==> config.mk <==
export PLATFORM = sky130hd
export DESIGN_NAME = mc_control_unit_flat
export DESIGN_NICKNAME = d
export VERILOG_FILES = /design/src/rtl/mc_ctrl_pkg.sv /design/src/rtl/mc_control_unit_if.sv /design/src/rtl/mc_exec_decode.sv /design/src/rtl/mc_control_unit.sv /design/src/flat_wrapper.sv
export SDC_FILE = /design/constraint.sdc
export NUM_CORES = 1
export LEC_CHECK = 0
export CORE_ASPECT_RATIO = 1.75
export CORE_MARGIN = 2
export CORE_UTILIZATION = 25
export CTS_BUF_LIST = sky130_fd_sc_hd__clkbuf_8
export CTS_CLUSTER_DIAMETER = 100
export DETAILED_ROUTE_END_ITERATION = 6
export SLEW_MARGIN = 20
export SYNTH_ARGS = -nofsm -noshare
export SYNTH_HDL_FRONTEND = slang
export SYNTH_HIERARCHICAL = 1
export SYNTH_SLANG_ARGS = --single-unit
==> constraint.sdc <==
create_clock -name clk -period 3.4 [get_ports clk]
set_input_delay 0.68 -clock clk [delete_from_list [all_inputs] [get_ports clk]]
set_output_delay 0.68 -clock clk [all_outputs]
set_load 0.005 [all_outputs]
### Zoomed window, run 1

Window x 20 to 60, y 48 to 88 µm. Cells in grey, sequential cells in the stronger grey; small squares are vias.
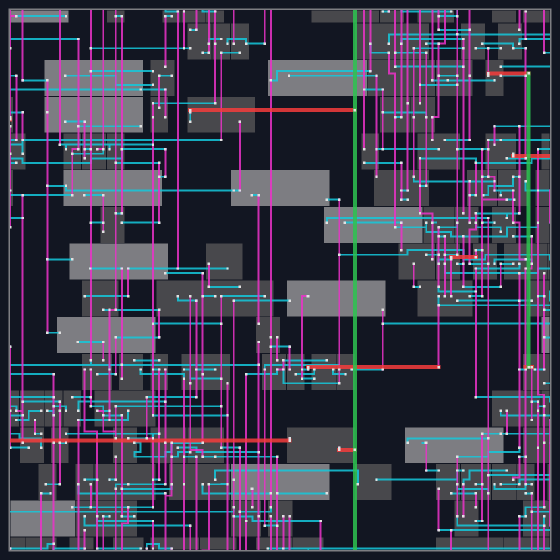
| colour | layer |
|---|---|
| magenta | M2 |
| red | M3 |
| green | M4 |
| cyan | M1 |
sequential cells in the window: 12
cells with their middle in the window: 85
most frequent: dfxtp_1 (12), nand2_1 (11), a21oi_1 (10)

### Wiring by layer, run 1

(4 px per µm) Two of the layers only.
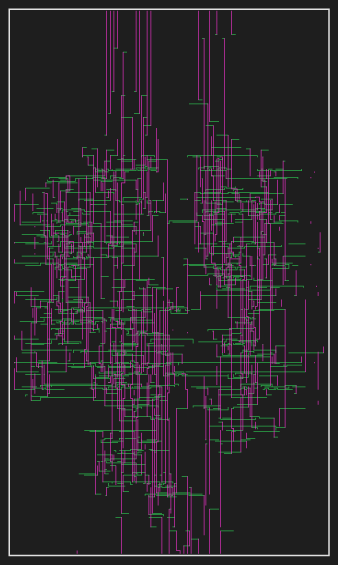
| colour | layer | wire length |
|---|---|---|
| green | M1 | 2680 µm |
| magenta | M2 | 3850 µm |
Routed Wire Length: 6.96 mm
total routing usage reported by global routing: 13.5%
mean routed wirelength per cell: 14.0 µm

### Ports around the boundary, run 1

(4 px per µm) Pins as bars across the die edge, other pins in grey.
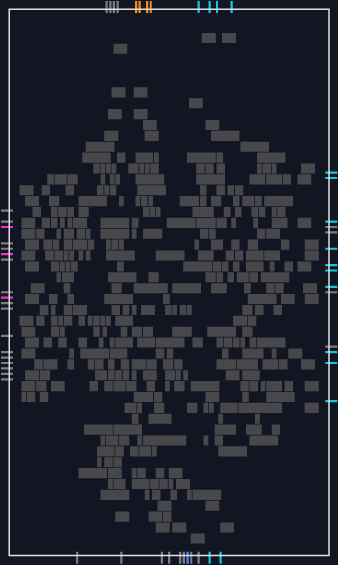
| colour | port | pins | direction | edge |
|---|---|---|---|---|
| orange | bus_func_field | 4 | input | north |
| blue | bus_mem_to_reg | 1 | output | south |
| cyan | bus_retire_cnt | 16 | output | 10 east, 4 north, 2 south |
| magenta | bus_alu_src_b | 3 | output | west |
all pins by edge: 18 west, 14 east, 12 north, 11 south
die span in y: 136 µm
Die X: 79.5 µm
total of buffers placed on input and output ports: 53

==> summary.txt, run 1 <==
impl run done, here's what came out: outcome=finished clean, Top-Level Pins=55, global placement routability congestion=0.864, total negative setup slack=0 ps, number of nets with antenna violations after detailed routing=0, number of instances in the synthesized netlist=327, area of the core=0.00979 mm², portion of total power attributed to combinational logic=14.3%, final routed DRC violation total=0, post-route insts no fill=496, relative area change from synthesis to final layout=31.2%, commonest cells after routing, fill and taps aside=clkdlybuf4s50_1 (53), nand2_1 (35), dfxtp_1 (34), Clock Pin Slew Worst Setup and Hold Paths=70 ps, worst r2r path cells=8, DP Worst Slack=337 ps, net count entering floorplan=342, highest routing layer actually used=met4, number of clock sinks seen by CTS=34, first-pass GRT wire length=11.7 mm, vias after detailed routing=2501, synthesized area per cell=7.63 µm², post-route clock skew=6.43 ps, cell area power density=322 mW/mm², Final Cycle Share=90.5%, Met3 Routed Length=238 µm
==> run 1: cells in the mapped netlist (all sizes together), types with 4 or more instances <==
cell | count | share of area, %
a21oi | 23 | 4.6
a31oi | 5 | 1.3
and2 | 21 | 5.3
and3 | 22 | 5.5
buf | 17 | 4.2
clkbuf | 9 | 1.4
dfxtp | 34 | 27
inv | 5 | 0.75
mux2 | 9 | 4.2
nand2 | 35 | 5.3
nand2b | 5 | 1.3
nand3 | 14 | 2.8
nand4 | 6 | 2.0
nor2 | 31 | 4.7
nor2b | 4 | 1.0
nor3 | 5 | 1.2
nor4 | 7 | 2.5
nor4b | 5 | 3.1
o21ai | 14 | 2.8
o31ai | 4 | 1.2
or2 | 4 | 1.0
or3 | 4 | 1.0
==> run 1: critical path, stage by stage <==
cell             delay, ps
clkdlybuf4s50_1        450
nor4_1                 420
and3_1                 260
a21o_1                  90
clkdlybuf4s50_1        490
==> run 1: cells by family after synthesis <==
group                      after synthesis
xor gates and xnor gates                 3
muxes                                   12
and+or+nand+nor                        178
other                                    1
adders and majority gates                2
AOI/OAI and AO/OA                       65
DFF                                     34
buffers and inverters                   32
==> run 1: power groups by stage <==
stage / Clock, mW / Combinational [mW] / Sequential [mW]
floorplan: 0 / 0.111 / 0.426
finish: 0.473 / 0.151 / 0.431
detailed placement: 0 / 0.152 / 0.440
CTS: 0.483 / 0.153 / 0.431
global placement: 0 / 0.150 / 0.440
global route: 0.501 / 0.170 / 0.434
==> run 1: cell type report <==
cell class / count / area, µm²
well taps: 125 / 156
inverters: 6 / 23.8
clock buffers: 6 / 82.6
flip-flops and latches: 34 / 681
multi-input cells: 261 / 1660
clock inverters: 2 / 60.1
fillers: 1053 / 6520
repair buffers: 62 / 611
### Placed standard cells, run 1

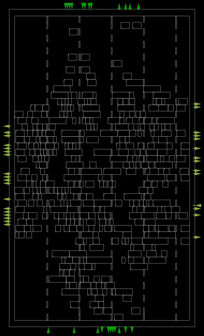

--- run 2 (diff from run 1) ---
Settings changed: ABC_AREA from default to 1.
### Placed standard cells, run 2

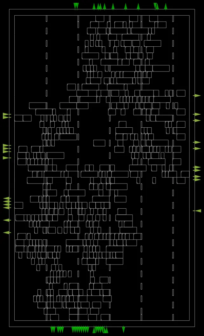
total number of tap cells: 127
post-route insts no fill: 599
final sequential cell count: 34

### Ports around the boundary, run 2

(4 px per µm) Pins as bars across the die edge, other pins in grey.
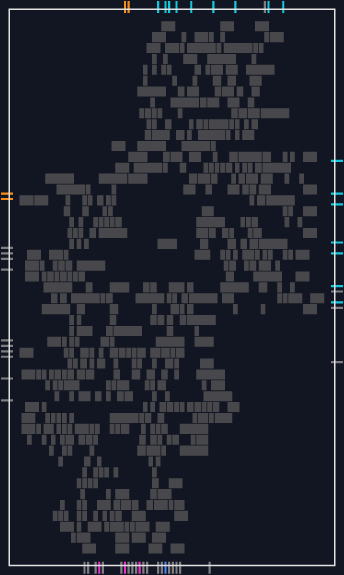
| colour | port | pins | direction | edge |
|---|---|---|---|---|
| blue | bus_mem_to_reg | 1 | output | south |
| magenta | bus_alu_src_b | 3 | output | south |
| cyan | bus_retire_cnt | 16 | output | 9 north, 7 east |
| orange | bus_func_field | 4 | input | 2 west, 2 north |
all pins by edge: 21 south, 12 west, 12 north, 10 east
Die X: 81.0 µm
die span in y: 139 µm

==> summary.txt, run 2 <==
impl run done, here's what came out: kind of cell adding the most delay to the critical path=simple AND/OR/NAND/NOR gates, final routed DRC violation total=0, cell with the most instances on the worst path=nand2_1, number of nets with antenna violations after detailed routing=0, Clock Pin Slew Worst Setup and Hold Paths=70 ps, Final Cycle Share=87.8%, total of buffers placed on input and output ports=53, global placement routability congestion=0.925, total routing usage reported by global routing=12.8%, area of the core=0.0102 mm², total negative setup slack=0 ps, share of the synthesized area in the top cell type=26.3%, critical path, cell by cell=nand2_1 > nor2_2 > nand2_1 > a21oi_1 > clkdlybuf4s50_1, first-pass GRT wire length=11.6 mm, Max stage delay cell, worst path=nor2_2, synthesized area per cell=6.13 µm², post-route clock skew=11.7 ps, outcome=finished clean, portion of total power attributed to combinational logic=20.6%, largest area contributor in the synthesized netlist=dfxtp_1, DP Worst Slack=469 ps, largest stage delay on the critical path=580 ps, net count entering floorplan=438, worst r2r path cells=11, commonest cells after routing, fill and taps aside=nand2_1 (92), nor2_1 (68), inv_1 (53), clkdlybuf4s50_1 (53), nand3_1 (35), Routed Wire Length=6.89 mm
### Signal wires on met2, run 2

(4 px per µm)
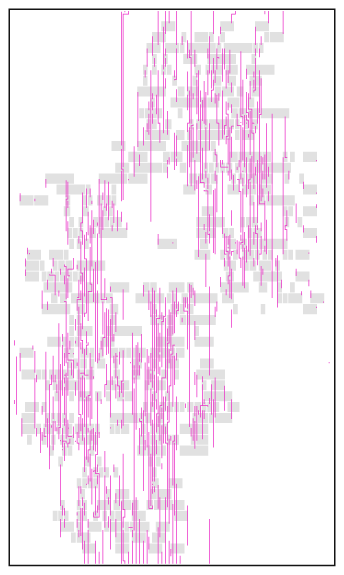
main direction: vertical
nets with wire on the layer: 390
share of all routed wire: 54%
wire length on this layer: 3730 µm
met2 Usage GRT: 22.7%
vias after detailed routing: 2754

==> run 2: netlist changes by cell type in the layout (fill, tap and decap cells not counted), sizes merged, moves of 9 or more <==
cell / change
a21oi: +11
and2: -21
and3: -22
inv: +55
mux2: -9
nand2: +77
nand3: +22
nor2: +43
xor2: +9
==> run 2: cell families (layout without fill, tap and decap cells) <==
logic type | after synthesis | after routing | share of synthesized area (%)
simple gates | 241 | 241 | 42.6
flops | 34 | 34 | 26.3
other cells | 1 | 1 | 0.145
compound gates | 56 | 56 | 12.9
mux | 1 | 1 | 0.386
fa+ha+maj | 2 | 2 | 0.965
xor+xnor | 14 | 14 | 4.73
buf+inv | 74 | 123 | 12.0
==> run 2: layout make-up <==
class                           count  area, µm²  area share, %
Timing Repair Buffer               56        553           16.7
Multi-Input combinational cell    315       1600           48.4
Tap cell                          127        159           4.81
Clock buffer                        6       82.6           2.50
Inverter                           59        221           6.70
Sequential cell                    34        681           20.6
Clock inverter                      2       8.76          0.265
==> run 2: tightest hold or removal path, delay by kind of cell (launching register included) <==
family	cells	cell delay [ps]
flops	1	320
simple gates	1	80
compound gates	1	60
==> run 2: power groups by stage <==
stage	registers (mW)	clock network, mW	logic [mW]
after floorplan	0.435	0	0.138
after global placement	0.440	0	0.191
after detailed placement	0.440	0	0.193
after CTS	0.431	0.326	0.194
after global routing	0.434	0.342	0.217
final	0.431	0.312	0.193
==> run 2: layer usage <==
layer	global-route usage [%]	routed length, µm
met1	14.1	2710
met2	22.7	3730
met3	2.21	219
met4	6.33	221
met5	0	0
==> run 2: through the flow <==
| stage | instances | utilization, % |
|---|---|---|
| global route | 599 | 32.5 |
| finish | 599 | 32.5 |
| global placement | 591 | 31.6 |
| detailed placement | 591 | 31.6 |
| floorplan | 423 | - |
| CTS | 599 | 32.5 |
Power figures rest on the tool's default switching activity, not on a simulated workload.
